`src/rtl/key_sched_pkg.sv`:
```
// Shared constants and width helpers for the key command scheduler.
package key_sched_pkg;

  // Keys with a fixed meaning for the filter-mode register
  localparam int KEY_MODE_NEXT = 0;
  localparam int KEY_MODE_PREV = 1;

  // Width of the lost-press counter
  localparam int DROP_CNT_W = 8;

  // Bits needed to index n items (at least one bit)
  function automatic int idx_w(input int n);
    return (n > 1) ? $clog2(n) : 1;
  endfunction

  // Bits needed to hold a filter-mode number for n modes
  function automatic int mode_w(input int n);
    return (n > 1) ? $clog2(n) : 1;
  endfunction

endpackage

```
`src/rtl/key_debounce.sv`:
```
// Per-key two-flop synchroniser and debounce filter; pulses oRise on the
// cycle the debounced level flips from 0 to 1.
module key_debounce #(
  parameter int DEB_CYCLES = 4
) (
  input  logic iCLK,
  input  logic iRST,
  input  logic iKey,
  output logic oLevel,
  output logic oRise
);

  localparam int CW = (DEB_CYCLES > 1) ? $clog2(DEB_CYCLES) : 1;

  logic          sync1_q, sync1_d;
  logic          sync2_q, sync2_d;
  logic          level_q, level_d;
  logic [CW-1:0] cnt_q, cnt_d;

  // Count disagreeing samples; flip the debounced level once enough accumulate
  always_comb begin
    sync1_d = iKey;
    sync2_d = sync1_q;
    level_d = level_q;
    cnt_d   = '0;
    oRise   = 1'b0;
    if (sync2_q != level_q) begin
      if (cnt_q == CW'(DEB_CYCLES - 1)) begin
        level_d = ~level_q;
        oRise   = ~level_q;
      end else begin
        cnt_d = cnt_q + 1'b1;
      end
    end
  end

  // State registers
  always_ff @(posedge iCLK) begin
    if (iRST) begin
      sync1_q <= 1'b0;
      sync2_q <= 1'b0;
      level_q <= 1'b0;
      cnt_q   <= '0;
    end else begin
      sync1_q <= sync1_d;
      sync2_q <= sync2_d;
      level_q <= level_d;
      cnt_q   <= cnt_d;
    end
  end

  assign oLevel = level_q;

endmodule

```
`src/rtl/key_cmd_sched.sv`:
```
// Front-panel key scheduler: debounced presses become pending requests,
// arbitrated lowest-index-first onto a registered valid/ready command channel.
// Also keeps the filter-mode register and a saturating lost-press counter.
// Optional auto-repeat while a key is held: define KEY_SCHED_AUTOREPEAT_EN.
module key_cmd_sched
  import key_sched_pkg::*;
#(
  parameter int NUM_KEYS      = 4,
  parameter int DEB_CYCLES    = 4,
  parameter int MODE_COUNT    = 4,
  parameter int REPEAT_CYCLES = 1000
) (
  input  logic                        iCLK,
  input  logic                        iRST,
  input  logic [NUM_KEYS-1:0]         iKey,
  input  logic                        iCmdReady,
  output logic                        oCmdValid,
  output logic [idx_w(NUM_KEYS)-1:0]  oCmdKey,
  output logic [mode_w(MODE_COUNT)-1:0] oMode,
  output logic [NUM_KEYS-1:0]         oKeyState,
  output logic [DROP_CNT_W-1:0]       oDropCnt
);

  localparam int KW = idx_w(NUM_KEYS);
  localparam int MW = mode_w(MODE_COUNT);

  // Reject configurations the scheduler cannot support
  if (NUM_KEYS < 2 || DEB_CYCLES < 1 || MODE_COUNT < 2 || REPEAT_CYCLES < 1) begin : g_param_check
    $error("key_cmd_sched: illegal parameter set");
  end

  logic [NUM_KEYS-1:0]   level, rise, rep, press;
  logic [NUM_KEYS-1:0]   pend_q, pend_d;
  logic [NUM_KEYS-1:0]   acc_mask, cand, drop_ev;
  logic                  acc;
  logic                  vld_q, vld_d;
  logic [KW-1:0]         key_q, key_d, pick;
  logic                  pick_ok;
  logic [MW-1:0]         mode_q, mode_d;
  logic [DROP_CNT_W-1:0] drop_q, drop_d;

  for (genvar k = 0; k < NUM_KEYS; k++) begin : g_key
    key_debounce #(
      .DEB_CYCLES(DEB_CYCLES)
    ) u_deb (
      .iCLK  (iCLK),
      .iRST  (iRST),
      .iKey  (iKey[k]),
      .oLevel(level[k]),
      .oRise (rise[k])
    );
  end

`ifdef KEY_SCHED_AUTOREPEAT_EN
  localparam int RW = $clog2(REPEAT_CYCLES + 1);

  logic [RW-1:0] hold_q [NUM_KEYS];
  logic [RW-1:0] hold_d [NUM_KEYS];

  // Hold counters restart on each press and emit a repeat every REPEAT_CYCLES
  always_comb begin
    for (int k = 0; k < NUM_KEYS; k++) begin
      hold_d[k] = '0;
      rep[k]    = 1'b0;
      if (!rise[k] && level[k]) begin
        if (hold_q[k] == RW'(REPEAT_CYCLES - 1)) begin
          rep[k] = 1'b1;
        end else begin
          hold_d[k] = hold_q[k] + 1'b1;
        end
      end
    end
  end

  // Hold counter registers
  always_ff @(posedge iCLK) begin
    for (int k = 0; k < NUM_KEYS; k++) begin
      if (iRST) hold_q[k] <= '0;
      else      hold_q[k] <= hold_d[k];
    end
  end
`else
  // Without auto-repeat only real debounced presses create events
  always_comb begin
    rep = '0;
  end
`endif

  // Pending bits, priority select, output register, mode and drop counter
  always_comb begin
    press    = rise | rep;
    acc      = vld_q & iCmdReady;
    acc_mask = '0;
    if (acc) acc_mask[key_q] = 1'b1;
    cand     = pend_q & ~acc_mask;

    // Lowest-index candidate wins
    pick    = '0;
    pick_ok = 1'b0;
    for (int k = NUM_KEYS - 1; k >= 0; k--) begin
      if (cand[k]) begin
        pick    = KW'(k);
        pick_ok = 1'b1;
      end
    end

    // Output pair is frozen while a command waits for ready
    vld_d = vld_q;
    key_d = key_q;
    if (!vld_q || acc) begin
      vld_d = pick_ok;
      key_d = pick;
    end

    // A press landing on its own accept edge re-arms the bit
    pend_d = cand | press;

    drop_ev = press & pend_q & ~acc_mask;
    drop_d  = drop_q;
    for (int k = 0; k < NUM_KEYS; k++) begin
      if (drop_ev[k] && (drop_d != {DROP_CNT_W{1'b1}})) drop_d = drop_d + 1'b1;
    end

    mode_d = mode_q;
    if (acc) begin
      if (key_q == KW'(KEY_MODE_NEXT)) begin
        mode_d = (mode_q == MW'(MODE_COUNT - 1)) ? '0 : mode_q + 1'b1;
      end else if (key_q == KW'(KEY_MODE_PREV)) begin
        mode_d = (mode_q == '0) ? MW'(MODE_COUNT - 1) : mode_q - 1'b1;
      end
    end
  end

  // Scheduler state registers
  always_ff @(posedge iCLK) begin
    if (iRST) begin
      pend_q <= '0;
      vld_q  <= 1'b0;
      key_q  <= '0;
      mode_q <= '0;
      drop_q <= '0;
    end else begin
      pend_q <= pend_d;
      vld_q  <= vld_d;
      key_q  <= key_d;
      mode_q <= mode_d;
      drop_q <= drop_d;
    end
  end

  assign oCmdValid = vld_q;
  assign oCmdKey   = key_q;
  assign oMode     = mode_q;
  assign oKeyState = level;
  assign oDropCnt  = drop_q;

endmodule
```
`config.mk`:
```
export PLATFORM = sky130hd
export DESIGN_NAME = key_cmd_sched
export DESIGN_NICKNAME = d
export VERILOG_FILES = /design/src/rtl/key_sched_pkg.sv /design/src/rtl/key_debounce.sv /design/src/rtl/key_cmd_sched.sv
export SDC_FILE = /design/constraint.sdc
export NUM_CORES = 1
export LEC_CHECK = 0
export CORE_ASPECT_RATIO = 1.4
export CORE_UTILIZATION = 60
export DETAILED_ROUTE_END_ITERATION = 12
export PLACE_DENSITY_LB_ADDON = 0.08
export SYNTH_ARGS = -nofsm -noshare
export SYNTH_HDL_FRONTEND = slang
export SYNTH_SLANG_ARGS = --single-unit
```
`constraint.sdc`:
```
create_clock -name iCLK -period 11.5 [get_ports iCLK]
set_input_delay 1.725 -clock iCLK [delete_from_list [all_inputs] [get_ports iCLK]]
set_output_delay 1.725 -clock iCLK [all_outputs]
set_load 0.01 [all_outputs]
```
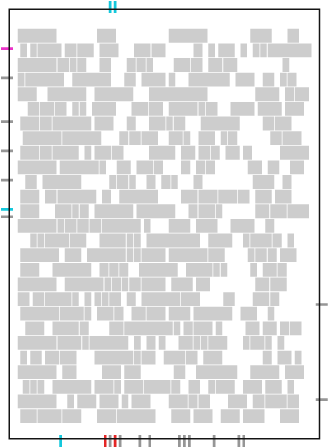
(images/io_placement.png)
Pins as bars across the die edge, other pins in grey.
legend:
  magenta:
    port: `iCLK`
    pins: 1
    direction: input
    edge: left
  red:
    port: `oCmdKey`
    pins: 2
    direction: output
    edge: bottom
  cyan:
    port: `oKeyState`
    pins: 4
    direction: output
    edge: 2 top, 1 bottom, 1 left
all pins by edge: 13 bottom, 7 left, 2 right, 2 top
die width: 57.4 um
Port Buffers: 23
Die Y-Extent: 79.6 um

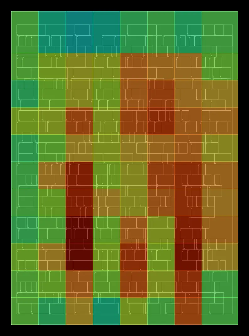
(images/congestion.png)
Core Util, Final: 72.3%
post-detailed-route wirelength per cell: 17.4 um
Total GRT Usage: 29.2%
GR Util met1: 32.1%

==> flow_metrics.env <==
# flow metrics
export IMPL_combGateArea_um2=1710
export IMPL_ys_sh_xor_pct=4.75
export IMPL_worstSetupStartpointType="input port"
export IMPL_synthMostInstantiatedCell="dfxtp_1"
export IMPL_clock_power_share_pct=46.3
export IMPL_yosysTopAreaCell="dfxtp_1"
export IMPL_nets=333
export IMPL_warnings=27
export IMPL_cp_end_kind="flop"
export IMPL_clk_pin_slew_ns=0.07
export IMPL_ys_area_um2=2580
export IMPL_die_area_um2=4570
export IMPL_gp_congestion=0.916
export IMPL_topRoutingLayerUsed="met4"
export IMPL_synth_top_flop_cell="dfxtp_1"
export IMPL_status="finished, final reports clean"
export IMPL_cp_max_fo=11
export IMPL_fp_util_pct=64.2
export IMPL_netSwitchingFraction_pct=20.2
export IMPL_cts_setup_buffers=0
export IMPL_compound_area_share_pct=22.5
export IMPL_worst_setup_path_type="input port to flop"
export IMPL_topCellsByArea="dfxtp_1 (29%), ha_1 (4.4%), nor2_1 (4.4%)"
export IMPL_syn_avg_cell_area_um2=8.63
export IMPL_first_pass_iters=4
export IMPL_whs_path_depth=1
export IMPL_worstSetupStartpoint="iCmdReady"
export IMPL_period_needed_ns=6.50
export IMPL_drt_initial_drc_count=106
export IMPL_wl_met2_mm=3.39
export IMPL_endpoint="oDropCnt[2]"
export IMPL_yosysCellCount=299
export IMPL_edf_count=0
export IMPL_power_leakage_nw=0.991
export IMPL_seqPwrFrac_pct=51.1
export IMPL_antenna_left=0
export IMPL_ys_async_sr_fraction_pct=0
export IMPL_cp_required_ns=11.69
export IMPL_syn_area_um2=2580
export IMPL_worst_r2r_cell_count=19
export IMPL_synth_seq_share_pct=28.7
export IMPL_period_used_pct=56.5
export IMPL_ys_ff=37
export IMPL_finClkSkew_ns=0.00413
export IMPL_antennaDiodeCount=0
export IMPL_max_cap_violations=0
export IMPL_crit_chain="clkdlybuf4s50_1 > nor4bb_4 > or3_4 > nor2_1 > xnor2_1 > inv_1 > ha_1 > nand2_1 > o31ai_2 > xnor2_1 > inv_1 > ha_1 > nand4_1 > o31ai_2 > a2bb2oi_1 > nor4_4 > o21bai_1 > nand2_1 > mux2_4"
export IMPL_final_layout_size_suffix_gt1_share_pct=14.5
export IMPL_mostFrequentLayoutCell="dfxtp_1"
export IMPL_slew_viol_final=0
export IMPL_drc=0
export IMPL_grt_ovfl_total=0
export IMPL_ys_types=75
export IMPL_p_switching_uw=51.5
export IMPL_crit_slowest_cell="clkdlybuf4s50_1"
export IMPL_core_area_um2=4020
export IMPL_max_slew_margin_pct=40.3
export IMPL_gr_max_usage_layer="met2"
export IMPL_cts_hold_buf=0
export IMPL_simple_gate_share_pct=28.5
export IMPL_worstPathArrival_ns=6.69
export IMPL_rsz0062_at_grt="no"
export IMPL_setup_viol=0
export IMPL_cts_root_buf="clkbuf_8"
export IMPL_r2r_slack_ns=6.37
export IMPL_use_met3_pct=3.89
export IMPL_intPower_uw=204
export IMPL_vias=2306
export IMPL_max_stage_delay_ns=0.54
export IMPL_p_comb_share_pct=2.6
export IMPL_viasPerCell=6.39
export IMPL_timing_fmax_ghz=0.154
export IMPL_syn2layout_area_growth_pct=12.7
export IMPL_met2_usage_pct=54.0
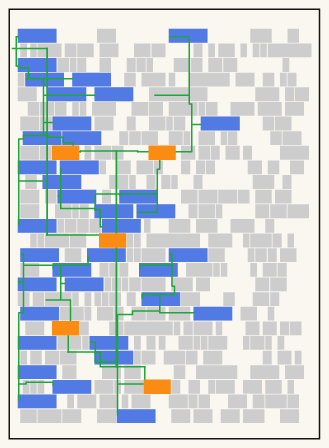
(images/clk_routes.png)
legend:
  green:
    item: clock wires
    length: 456 um
  blue:
    item: flip-flops
    count: 37
  orange:
    item: clock drivers
    count: 5
routed clock nets: 6

-- registers in the layout (all words and copies together), names as in the netlist --
register	flops
oCmdValid	1
g_key.u_deb.oLevel	4
oMode	2
oDropCnt	8
g_key.u_deb.sync1_q	4
oCmdKey	2
g_key.u_deb.cnt_q	8
pend_q	4
g_key.u_deb.sync2_q	4
-- critical path: cells and delay by family --
family / cells / cell delay, ns
AND/OR/NAND/NOR: 7 / 1.71
AND-OR/OR-AND: 4 / 1.11
buffers and inverters: 3 / 0.76
adder cells (fa/ha/maj): 2 / 0.58
XOR/XNOR: 2 / 0.48
multiplexers: 1 / 0.30
-- through the flow --
| stage | worst slack [ns] | cell area, um^2 | instances |
|---|---|---|---|
| floorplan | 5.83 | 2580 | 299 |
| global placement | 4.95 | 2790 | 353 |
| detailed placement | 4.77 | 2790 | 353 |
| CTS | 5.05 | 2910 | 361 |
| global route | 4.60 | 2910 | 361 |
| finish | 5.00 | 2910 | 361 |
-- cell families (layout without fill, tap and decap cells) --
kind of cell / after synthesis / after routing
simple gates: 127 / 127
compound gates: 73 / 73
flops: 37 / 37
buf+inv: 26 / 45
xor+xnor: 14 / 14
mux: 13 / 13
fa+ha+maj: 9 / 9
-- power groups by stage --
stage | Clock (mW) | Combinational (mW) | Sequential (mW)
after floorplan | 0 | 0.00375 | 0.133
final | 0.118 | 0.00663 | 0.131
after CTS | 0.119 | 0.00669 | 0.131
after global placement | 0 | 0.00646 | 0.134
after global routing | 0.124 | 0.00730 | 0.131
after detailed placement | 0 | 0.00662 | 0.134
-- final cells by class --
type	instances	area share [%]
tap	43	1.85
clock inverter	2	1.29
inverter	13	1.72
sequential	37	25.5
clock buffer	6	2.84
timing repair buffer	24	8.18
multi-input combinational	236	58.6
Power figures rest on the tool's default switching activity, not on a simulated workload.
